## src/rtl/grade_pkg.sv

```systemverilog
// Shared types and constants for the entrance-test grading sequencer.
package grade_pkg;

    typedef enum logic {ACCUM, RESULT} state_t;

    localparam int SCORE_W      = 8;
    localparam int DEF_PASS_TH  = 100;
    localparam int DEF_SCHOL_TH = 200;

    // Adding NUM_SECT scores of SCORE_W bits needs clog2(NUM_SECT) extra bits.
    function automatic int sum_width(input int num_sect);
        return SCORE_W + $clog2(num_sect);
    endfunction

endpackage

```

## src/rtl/grade_classifier.sv

```systemverilog
// Combinational classification of an applicant total into failed/passed/scholarship.
module grade_classifier #(
    parameter int SUM_W    = 10,
    parameter int PASS_TH  = 100,
    parameter int SCHOL_TH = 200
) (
    input  logic [SUM_W-1:0] total,
    output logic             failed,
    output logic             passed,
    output logic             schol
);

    // Scholarship threshold sits above the pass threshold, so schol implies passed.
    always_comb begin
        passed = (int'(total) >= PASS_TH);
        schol  = (int'(total) >= SCHOL_TH);
        failed = !passed;
    end

endmodule

```

## src/rtl/exam_grade_sequencer.sv

```systemverilog
// Accepts an applicant's section scores serially, classifies the total and tallies outcomes.
module exam_grade_sequencer
    import grade_pkg::*;
#(
    parameter  int NUM_SECT = 4,
    parameter  int PASS_TH  = DEF_PASS_TH,
    parameter  int SCHOL_TH = DEF_SCHOL_TH,
    parameter  int CNT_W    = 16,
    localparam int SUM_W    = sum_width(NUM_SECT)
) (
    input  logic               clk,
    input  logic               rst_n,
    input  logic               score_valid,
    output logic               score_ready,
    input  logic [SCORE_W-1:0] score_data,
    input  logic               abort,
    output logic               result_valid,
    input  logic               result_ready,
    output logic [SUM_W-1:0]   result_total,
    output logic               result_failed,
    output logic               result_passed,
    output logic               result_schol,
    input  logic               clear_counts,
    output logic [CNT_W-1:0]   cnt_applicants,
    output logic [CNT_W-1:0]   cnt_passed,
    output logic [CNT_W-1:0]   cnt_schol
);

    localparam int IDX_W = (NUM_SECT > 1) ? $clog2(NUM_SECT) : 1;

    state_t             state;
    state_t             state_next;
    logic [SUM_W-1:0]   sum;
    logic [IDX_W-1:0]   sect_idx;
    logic [SUM_W-1:0]   total_next;
    logic               last_sect;
    logic               score_hs;
    logic               result_hs;
    logic               cls_failed;
    logic               cls_passed;
    logic               cls_schol;

    function automatic logic [CNT_W-1:0] sat_inc(input logic [CNT_W-1:0] v);
        return (&v) ? v : v + 1'b1;
    endfunction

    assign total_next = sum + SUM_W'(score_data);
    assign last_sect  = (sect_idx == IDX_W'(NUM_SECT - 1));
    assign score_hs   = score_valid && score_ready;
    assign result_hs  = result_valid && result_ready;

    grade_classifier #(
        .SUM_W    (SUM_W),
        .PASS_TH  (PASS_TH),
        .SCHOL_TH (SCHOL_TH)
    ) u_classifier (
        .total  (total_next),
        .failed (cls_failed),
        .passed (cls_passed),
        .schol  (cls_schol)
    );

    always_ff @(posedge clk) begin
        if (!rst_n) state <= ACCUM;
        else        state <= state_next;
    end

    always_comb begin
        state_next = state;
        case (state)
            ACCUM:   if (score_hs && last_sect) state_next = RESULT;
            RESULT:  if (result_ready)          state_next = ACCUM;
            default: state_next = ACCUM;
        endcase
    end

    // abort gates ready so a coincident score is never taken.
    always_comb begin
        score_ready  = (state == ACCUM) && !abort;
        result_valid = (state == RESULT);
    end

    always_ff @(posedge clk) begin
        if (!rst_n) begin
            sum           <= '0;
            sect_idx      <= '0;
            result_total  <= '0;
            result_failed <= 1'b0;
            result_passed <= 1'b0;
            result_schol  <= 1'b0;
        end else if (state == ACCUM && abort) begin
            sum      <= '0;
            sect_idx <= '0;
        end else if (score_hs) begin
            if (last_sect) begin
                result_total  <= total_next;
                result_failed <= cls_failed;
                result_passed <= cls_passed;
                result_schol  <= cls_schol;
                sum           <= '0;
                sect_idx      <= '0;
            end else begin
                sum      <= total_next;
                sect_idx <= sect_idx + 1'b1;
            end
        end
    end

    // Clear takes priority over a simultaneous result handshake.
    always_ff @(posedge clk) begin
        if (!rst_n || clear_counts) begin
            cnt_applicants <= '0;
            cnt_passed     <= '0;
            cnt_schol      <= '0;
        end else if (result_hs) begin
            cnt_applicants <= sat_inc(cnt_applicants);
            if (result_passed) cnt_passed <= sat_inc(cnt_passed);
            if (result_schol)  cnt_schol  <= sat_inc(cnt_schol);
        end
    end

endmodule
```

## config.mk

```make
export PLATFORM = sky130hd
export DESIGN_NAME = exam_grade_sequencer
export DESIGN_NICKNAME = d
export VERILOG_FILES = /design/src/rtl/grade_pkg.sv /design/src/rtl/grade_classifier.sv /design/src/rtl/exam_grade_sequencer.sv
export SDC_FILE = /design/constraint.sdc
export NUM_CORES = 1
export LEC_CHECK = 0
export ABC_CLOCK_PERIOD_IN_PS = 2100
export CORE_UTILIZATION = 30
export CTS_CLUSTER_DIAMETER = 30
export DETAILED_ROUTE_END_ITERATION = 12
export PLACE_DENSITY_LB_ADDON = 0.25
export SETUP_SLACK_MARGIN = 0.5
export SYNTH_ARGS = -nofsm -noshare
export SYNTH_HDL_FRONTEND = slang
export SYNTH_SLANG_ARGS = --single-unit
```

## constraint.sdc

```tcl
create_clock -name clk -period 2.1 [get_ports clk]
set_input_delay 0.315 -clock clk [delete_from_list [all_inputs] [get_ports clk]]
set_output_delay 0.315 -clock clk [all_outputs]
set_load 0.005 [all_outputs]
```

run_1/port_nets.png
Drawn at 2 px/um.
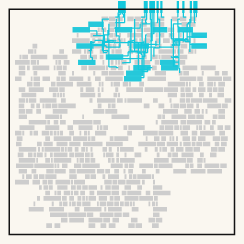
- cyan: cnt_applicants (bits 16; direction output; edge top; end cells 16; buffers 16; wire 711 um)
Port-buffer cells: 76
top-level I/O count: 77

run_1/pins.png
Drawn at 4 px/um. Pins as bars across the die edge, other pins in gray.
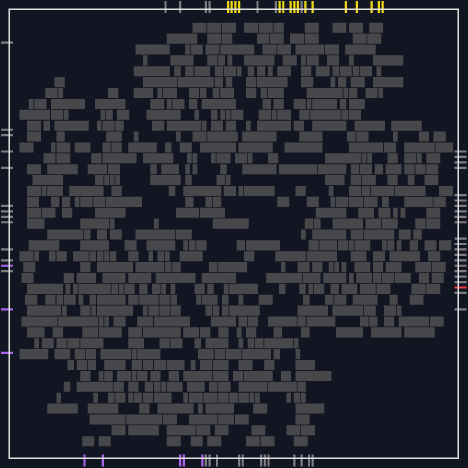
- red: result_schol (pins 1; direction output; edge right)
- purple: score_data (pins 8; direction input; edge 5 bottom, 3 left)
- yellow: cnt_applicants (pins 16; direction output; edge top)
- all pins by edge: 23 top, 22 right, 17 bottom, 15 left
overall die width: 112 um
vertical die dimension: 112 um

run_1/metal_stack.png
Drawn at 2 px/um. Two of the layers only.
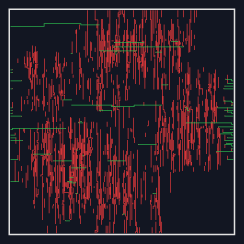
- red: met2 (wire length 5480 um)
- green: met3 (wire length 416 um)

run_1/final_placement.png
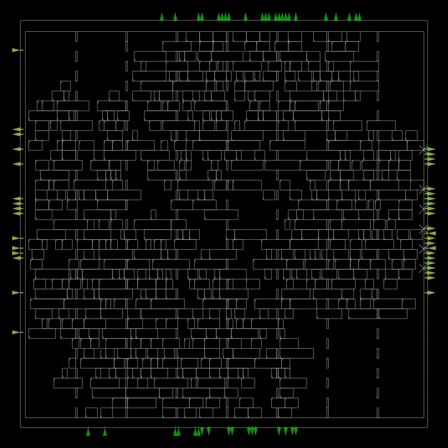
placeable core region: 11600 sq um
number of core rows: 39
non-filler instance count after layout: 736
tally of filler cells in the layout: 1028
Seq area share: 0.253

==> out/qor.json, run 1 <==
{
  "run_status": "finished, violations left",
  "violations": "DRC",
  "syn2layout_area_growth_pct": 74.5,
  "synth.cellmix.simpleShare": 0.284,
  "ys_warn_count": 0,
  "cap_violations": 0,
  "fin_skew_ns": 0.00355,
  "dieArea_sq_um": 12500,
  "yosys.area.top_type": "sky130_fd_sc_hd__dfxtp_1",
  "yosys.cell_types.count": 48,
  "pre_cts_slack_ns": -0.418,
  "drc": 6,
  "finalSetupViolCount": 0,
  "dr_total_vias": 3703,
  "num-nets-final": 614,
  "largest_net_degree_at_the_start_of_global_routing": 45,
  "worst_hold_path.endpoint": "result_valid$_SDFF_PN0_",
  "synth_largest_type_area_fraction": 0.409,
  "switching_share": 0.234,
  "layout.cell_area.non_filler_sq_um": 6320,
  "p_int_mw": 2.46,
  "final_layout_top_logic_cell": "sky130_fd_sc_hd__buf_4",
  "cell_with_the_largest_stage_delay_on_the_worst_path": "sky130_fd_sc_hd__dfxtp_2",
  "synthesis.nets": 457,
  "edf_count": 0,
  "critical_path_class": "flip-flop to flip-flop",
  "synth.area.mux_share": 0.00829,
  "postPlaceCellArea_sq_um": 5040,
  "clk-power_mw": 1.53,
  "rr_startpoint": "sum[0]$_SDFFE_PP0P_",
  "replace_congestion": 0.897,
  "critical_path.reg2reg.endpoint": "result_failed$_SDFFE_PN0P_",
  "drt_pass1_iterations": 8,
  "critPathRequiredTime_ns": 2.33,
  "netlist_area_sq_um": 3620,
  "powerSeq_mw": 1.39,
  "startpoint": "sum[0]$_SDFFE_PP0P_",
  "crit_path_max_fanout": 3,
  "tightest_slew_ns": 0.423,
  "final-max-slew-violation-count": 0,
  "hold-path-cell-count": 3,
  "cts.reportedPaths.clkPinSlew_ns": 0.06,
  "drt-total-wl_um": 11300,
  "asyncSetResetFlopFracSynth": 0,
  "drt_first_iter_violations": 144,
  "worstPathCellList": "ha_4, inv_2, fa_2, nand2b_4, a21oi_4, a311oi_4, xnor2_2, and3_4, a31o_4",
  "half_perimeter_wire_length_after_placement_um": 7190,
  "vdd_drop_max_mv": 0.346,
  "stage_log_warnings": 29,
  "antenna_violations_before_repair": 1,
  "grt_remaining_overflow": 0,
  "cellLeakagePower_nw": 2.35,
  "ys.flops": 74,
  "finalHoldViolations": 0,
  "worst_setup_path_endpoint": "result_failed$_SDFFE_PN0P_",
  "critPathLaunchType": "flip-flop",
  "fp-utilization": 0.312,
  "r2r_cells": 9,
  "finish.utilization": 0.544,
  "setup_repair_after_global_routing_missed_its_margin": "true",
  "worstSkewPairLatency_ns": 0.34,
  "period_minus_slack_ns": 2.04,
  "flop_to_flop_setup_slack_ns": 0.06,
  "count_of_instances_resized_after_the_clock_tree_is_built": 122,
  "clock_tree_from_tritoncts": "done",
  "timing.critical_path.depth": 9,
  "p_switching_mw": 0.751,
  "cts_htree_levels": 3,
  "critPathBufInv": 1,
  "clock_sink_count": 74,
  "achievable-frequency_mhz": 491,
  "power_density_over_cell_area_nw_per_um2": 508,
  "drive_above_1_share": 0.416,
  "grt_first_pass_wirelength_um": 17700,
  "top_cell": "sky130_fd_sc_hd__dfxtp_1",
  "multi_input_comb_area_sq_um": 2730,
  "route.antenna.remaining_nets": 0,
  "timing.max_slew.rel_slack": 0.717,
  "yosys-stat-cells": 430,
  "critical_path.max_stage_delay_ns": 0.34,
  "groute.usage.overall": 0.180,
  "cp.arrival_ns": 2.27,
  "wl_per_cell_um": 15.3,
  "syn-instance-count": 430,
  "yosys-stat-area_sq_um": 3620,
  "path_delay_family": "AND-OR/OR-AND gates",
  "synth.comb.largest_family": "simple AND/OR/NAND/NOR gates",
  "power.share.combinational": 0.090,
  "synth_adder_area_share": 0.0470,
  "lay_top_cells": "sky130_fd_sc_hd__buf_4 (63), sky130_fd_sc_hd__nor2_1 (60), sky130_fd_sc_hd__clkdlybuf4s50_1 (55)",
  "hold_slack_ns": 0.393,
  "timing.critical_path.to_type": "flip-flop",
  "synthAoiAreaFrac": 0.117,
  "synth_xor_xnor_area_share": 0.109,
  "worstHoldStart": "result_ready",
  "dpl_cells": 677,
  "post_cts.repair.setup_buffers": 22,
  "seqPwrFrac": 0.433,
  "power_top_consumer": "the clock network",
  "timing.final.crit_share": 0.970,
  "timing.final.ws_setup_ns": 0.0620,
  "finalPower_mw": 3.21,
  "cts_root_buf": "sky130_fd_sc_hd__clkbuf_16",
  "tns_ns": 0,
  "clockBufferDepth": 2,
  "pg_comb_mw": 0.290,
  "ff_type": "sky130_fd_sc_hd__dfxtp_1",
  "postCtsHoldBufs": 0,
  "area.sequential_sq_um": 1600,
  "hold_path.class": "input port to flip-flop",
  "post_synth.cell_area_avg_sq_um": 8.42,
  "power_frac_clock": 0.477,
  "yosys-top-cells-count": "sky130_fd_sc_hd__dfxtp_1 (74), sky130_fd_sc_hd__nor2_1 (66), sky130_fd_sc_hd__nand2_1 (34)",
  "via_count_of_the_first_global_routing_pass": 3621,
  "cts_buffers": 9,
  "drt-vias-per-instance": 5.03,
  "post_synth_main_area_contributors": "sky130_fd_sc_hd__dfxtp_1 (41%), sky130_fd_sc_hd__nor2_1 (6.8%), sky130_fd_sc_hd__xor2_1 (5.8%)",
  "ys_seq_frac": 0.409
}
-- run 1: sequential cells by signal, indices dropped and copies added (netlist names), 2 cells and up --
register,count
cnt_schol,16
sum,10
result_total,10
cnt_passed,16
sect_idx,2
cnt_applicants,16
-- run 1: routing by layer --
layer  share of wire  up-vias  GRT usage
met5               0        -          0
met4           0.023        0     0.0982
met3           0.037       22     0.0370
met2            0.49       77      0.280
met1            0.45     1774      0.235
li1                -     1830          -
-- run 1: area by class of cell --
type	count	share of cell area
Clock inverter	3	0.00337
Inverter	11	0.00653
Antenna cell	1	0.000396
Sequential cell	74	0.253
Multi-Input combinational cell	332	0.433
Tap cell	143	0.0283
Clock buffer	13	0.0443
Timing Repair Buffer	159	0.232
## Run 2: what changed since run 1
--- a/config.mk
+++ b/config.mk
@@ -8,6 +8,7 @@
 export ABC_CLOCK_PERIOD_IN_PS = 2100
 export CORE_UTILIZATION = 30
 export CTS_CLUSTER_DIAMETER = 30
+export CTS_CLUSTER_SIZE = 40
 export DETAILED_ROUTE_END_ITERATION = 12
 export PLACE_DENSITY_LB_ADDON = 0.25
 export SETUP_SLACK_MARGIN = 0.5
==> out/qor.json, run 2 <==
{
  "post_synth.cell_area_avg_sq_um": 8.42,
  "tns_ns": 0,
  "fp.coreArea_sq_um": 11600,
  "gr-usage-met3": 0.0370,
  "postPlaceCellArea_sq_um": 5040,
  "worstHoldStart": "result_ready",
  "worst_hold_path.endpoint": "result_valid$_SDFF_PN0_",
  "synthesis.nets": 457,
  "critical_path.reg2reg.endpoint": "result_failed$_SDFFE_PN0P_",
  "synth.area.mux_share": 0.00829,
  "routedLengthMet1_um": 5100,
  "postCtsHoldBufs": 0,
  "violations": "DRC",
  "replace_congestion": 0.897,
  "drt-vias-per-instance": 5.03,
  "setup_repair_after_global_routing_missed_its_margin": "true",
  "final.clkbuf_count": 13,
  "netlist_area_sq_um": 3620,
  "asyncSetResetFlopFracSynth": 0,
  "antenna_violations_before_repair": 1,
  "finalSetupViolCount": 0,
  "hold_slack_ns": 0.393,
  "grt_first_pass_wirelength_um": 17700,
  "met3RoutedLength_um": 416,
  "fp.dieW_um": 112,
  "path_delay_family": "AND-OR/OR-AND gates",
  "final-max-slew-violation-count": 0,
  "drt_pass1_iterations": 8,
  "tightest_slew_ns": 0.423,
  "pre_cts_slack_ns": -0.418,
  "power.share.combinational": 0.090,
  "rr_startpoint": "sum[0]$_SDFFE_PP0P_",
  "top_cell": "sky130_fd_sc_hd__dfxtp_1",
  "worst_setup_path_endpoint": "result_failed$_SDFFE_PN0P_",
  "largestRegisters": "cnt_applicants (16), cnt_passed (16), cnt_schol (16)",
  "half_perimeter_wire_length_after_placement_um": 7190,
  "cp.arrival_ns": 2.27,
  "yosys.cell_types.count": 48,
  "ff_type": "sky130_fd_sc_hd__dfxtp_1",
  "lay_top_cells": "sky130_fd_sc_hd__buf_4 (63), sky130_fd_sc_hd__nor2_1 (60), sky130_fd_sc_hd__clkdlybuf4s50_1 (55)",
  "cts_htree_levels": 3,
  "clockNetworkAreaShare": 0.0477,
  "timing.final.crit_share": 0.970,
  "clk-power_mw": 1.53,
  "dieArea_sq_um": 12500,
  "yosys-stat-area_sq_um": 3620,
  "r2r_cells": 9,
  "groute.usage.overall": 0.180,
  "yosys-top-cells-count": "sky130_fd_sc_hd__dfxtp_1 (74), sky130_fd_sc_hd__nor2_1 (66), sky130_fd_sc_hd__nand2_1 (34)",
  "multi_input_comb_area_sq_um": 2730,
  "wl_per_cell_um": 15.3,
  "synthAoiAreaFrac": 0.117,
  "logic_gate_count": 332,
  "power_top_consumer": "the clock network",
  "route.met2.wl_um": 5480,
  "timing.max_slew.rel_slack": 0.717,
  "synth.cellmix.simpleShare": 0.284,
  "via_count_of_the_first_global_routing_pass": 3621,
  "drt_first_iter_violations": 144,
  "num-nets-final": 614,
  "cts_buffers": 9,
  "fin_skew_ns": 0.00355,
  "critical_path_class": "flip-flop to flip-flop",
  "finalHoldViolations": 0,
  "timing.critical_path.to_type": "flip-flop",
  "largest_cell_class_by_area": "combinational gates",
  "startpoint": "sum[0]$_SDFFE_PP0P_",
  "tally_of_filler_cells_in_the_layout": 1028,
  "post_synth_main_area_contributors": "sky130_fd_sc_hd__dfxtp_1 (41%), sky130_fd_sc_hd__nor2_1 (6.8%), sky130_fd_sc_hd__xor2_1 (5.8%)",
  "drc": 6,
  "critPathLaunchType": "flip-flop",
  "use_met1": 0.235,
  "hold-path-cell-count": 3,
  "yosys.area.top_type": "sky130_fd_sc_hd__dfxtp_1",
  "stage_log_warnings": 29,
  "run_status": "finished, violations left",
  "finalPower_mw": 3.21,
  "period_minus_slack_ns": 2.04,
  "worstPathCellList": "ha_4, inv_2, fa_2, nand2b_4, a21oi_4, a311oi_4, xnor2_2, and3_4, a31o_4",
  "cts_root_buf": "sky130_fd_sc_hd__clkbuf_16",
  "timing.final.ws_setup_ns": 0.0620,
  "dpl_cells": 677,
  "stdcell_count": 736,
  "pg_comb_mw": 0.290,
  "fp-utilization": 0.312,
  "area.sequential_sq_um": 1600,
  "critical_path.max_stage_delay_ns": 0.34,
  "dr.max_layer_used": "met4",
  "cap_violations": 0,
  "p_switching_mw": 0.751,
  "clock_sink_count": 74,
  "syn-instance-count": 430,
  "route.antenna.remaining_nets": 0,
  "edf_count": 0,
  "yosys-stat-cells": 430,
  "hold_path.class": "input port to flip-flop",
  "synth_largest_type_area_fraction": 0.409,
  "die_y_um": 112,
  "ys_seq_frac": 0.409,
  "area.share.sequential": 0.253,
  "layout.cell_area.non_filler_sq_um": 6320,
  "p_int_mw": 2.46,
  "synth_adder_area_share": 0.0470,
  "cell_with_the_largest_stage_delay_on_the_worst_path": "sky130_fd_sc_hd__dfxtp_2",
  "grt_remaining_overflow": 0,
  "achievable-frequency_mhz": 491,
  "clockBufferDepth": 2,
  "pin_count": 77,
  "clock_tree_from_tritoncts": "done",
  "power_density_over_cell_area_nw_per_um2": 508,
  "synth.comb.largest_family": "simple AND/OR/NAND/NOR gates",
  "syn2layout_area_growth_pct": 74.5,
  "timing.critical_path.depth": 9,
  "ys_warn_count": 0,
  "nonClkBufAreaFrac": 0.232,
  "powerSeq_mw": 1.39,
  "count_of_instances_resized_after_the_clock_tree_is_built": 122,
  "seqPwrFrac": 0.433,
  "n_all_inverters": 11,
  "cts.reportedPaths.clkPinSlew_ns": 0.06,
  "buffers_excl_clock": 159,
  "post_cts.repair.setup_buffers": 22,
  "drive_above_1_share": 0.416,
  "ys.flops": 74,
  "flop_to_flop_setup_slack_ns": 0.06,
  "num_antenna_cells": 1,
  "rows": 39,
  "critPathRequiredTime_ns": 2.33,
  "gr-max-usage-layer": "met2",
  "crit_path_max_fanout": 3,
  "comb_area_frac": 0.433,
  "power_frac_clock": 0.477,
  "largest_net_degree_at_the_start_of_global_routing": 45,
  "critPathBufInv": 1,
  "switching_share": 0.234
}
## run 2: cell counts in the layout (fill, tap and decap cells not counted)
No cell type changed its count.
## run 2: worst register-to-register path: stages, from the launching register on
cell and delay, ns:
sky130_fd_sc_hd__dfxtp_2 0.34, sky130_fd_sc_hd__ha_4 0.13, sky130_fd_sc_hd__inv_2 0.03, sky130_fd_sc_hd__fa_2 0.33, sky130_fd_sc_hd__nand2b_4 0.17, sky130_fd_sc_hd__a21oi_4 0.20
sky130_fd_sc_hd__a311oi_4 0.15, sky130_fd_sc_hd__xnor2_2 0.17, sky130_fd_sc_hd__and3_4 0.19, sky130_fd_sc_hd__a31o_4 0.21
run_2/final_placement.png
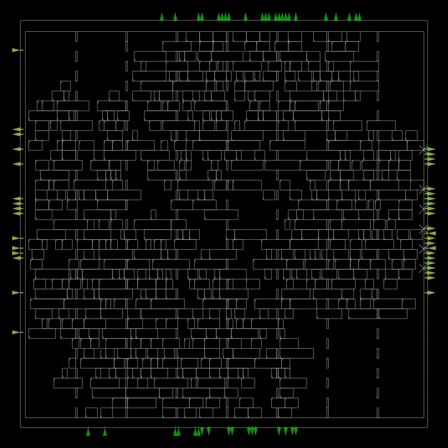
flip-flops: 74
core utilization of the finished layout: 0.544
Tap Cells: 143

run_2/met2.png
Drawn at 4 px/um.
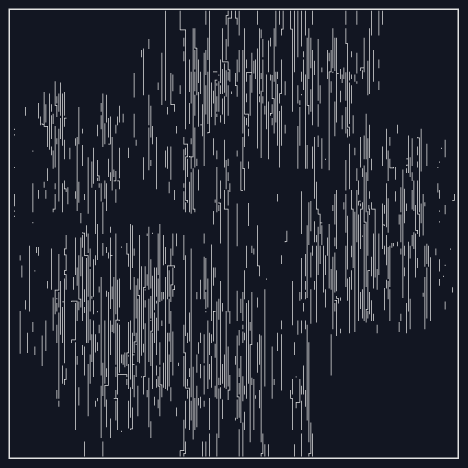
- share of all routed wire: 49%
- main direction: vertical
- wire length on this layer: 5480 um
- longest straight run: 37.1 um
- nets with wire on the layer: 536
via count: 3703
total length of routed wires: 11300 um
global routing met2 resource utilization: 0.280

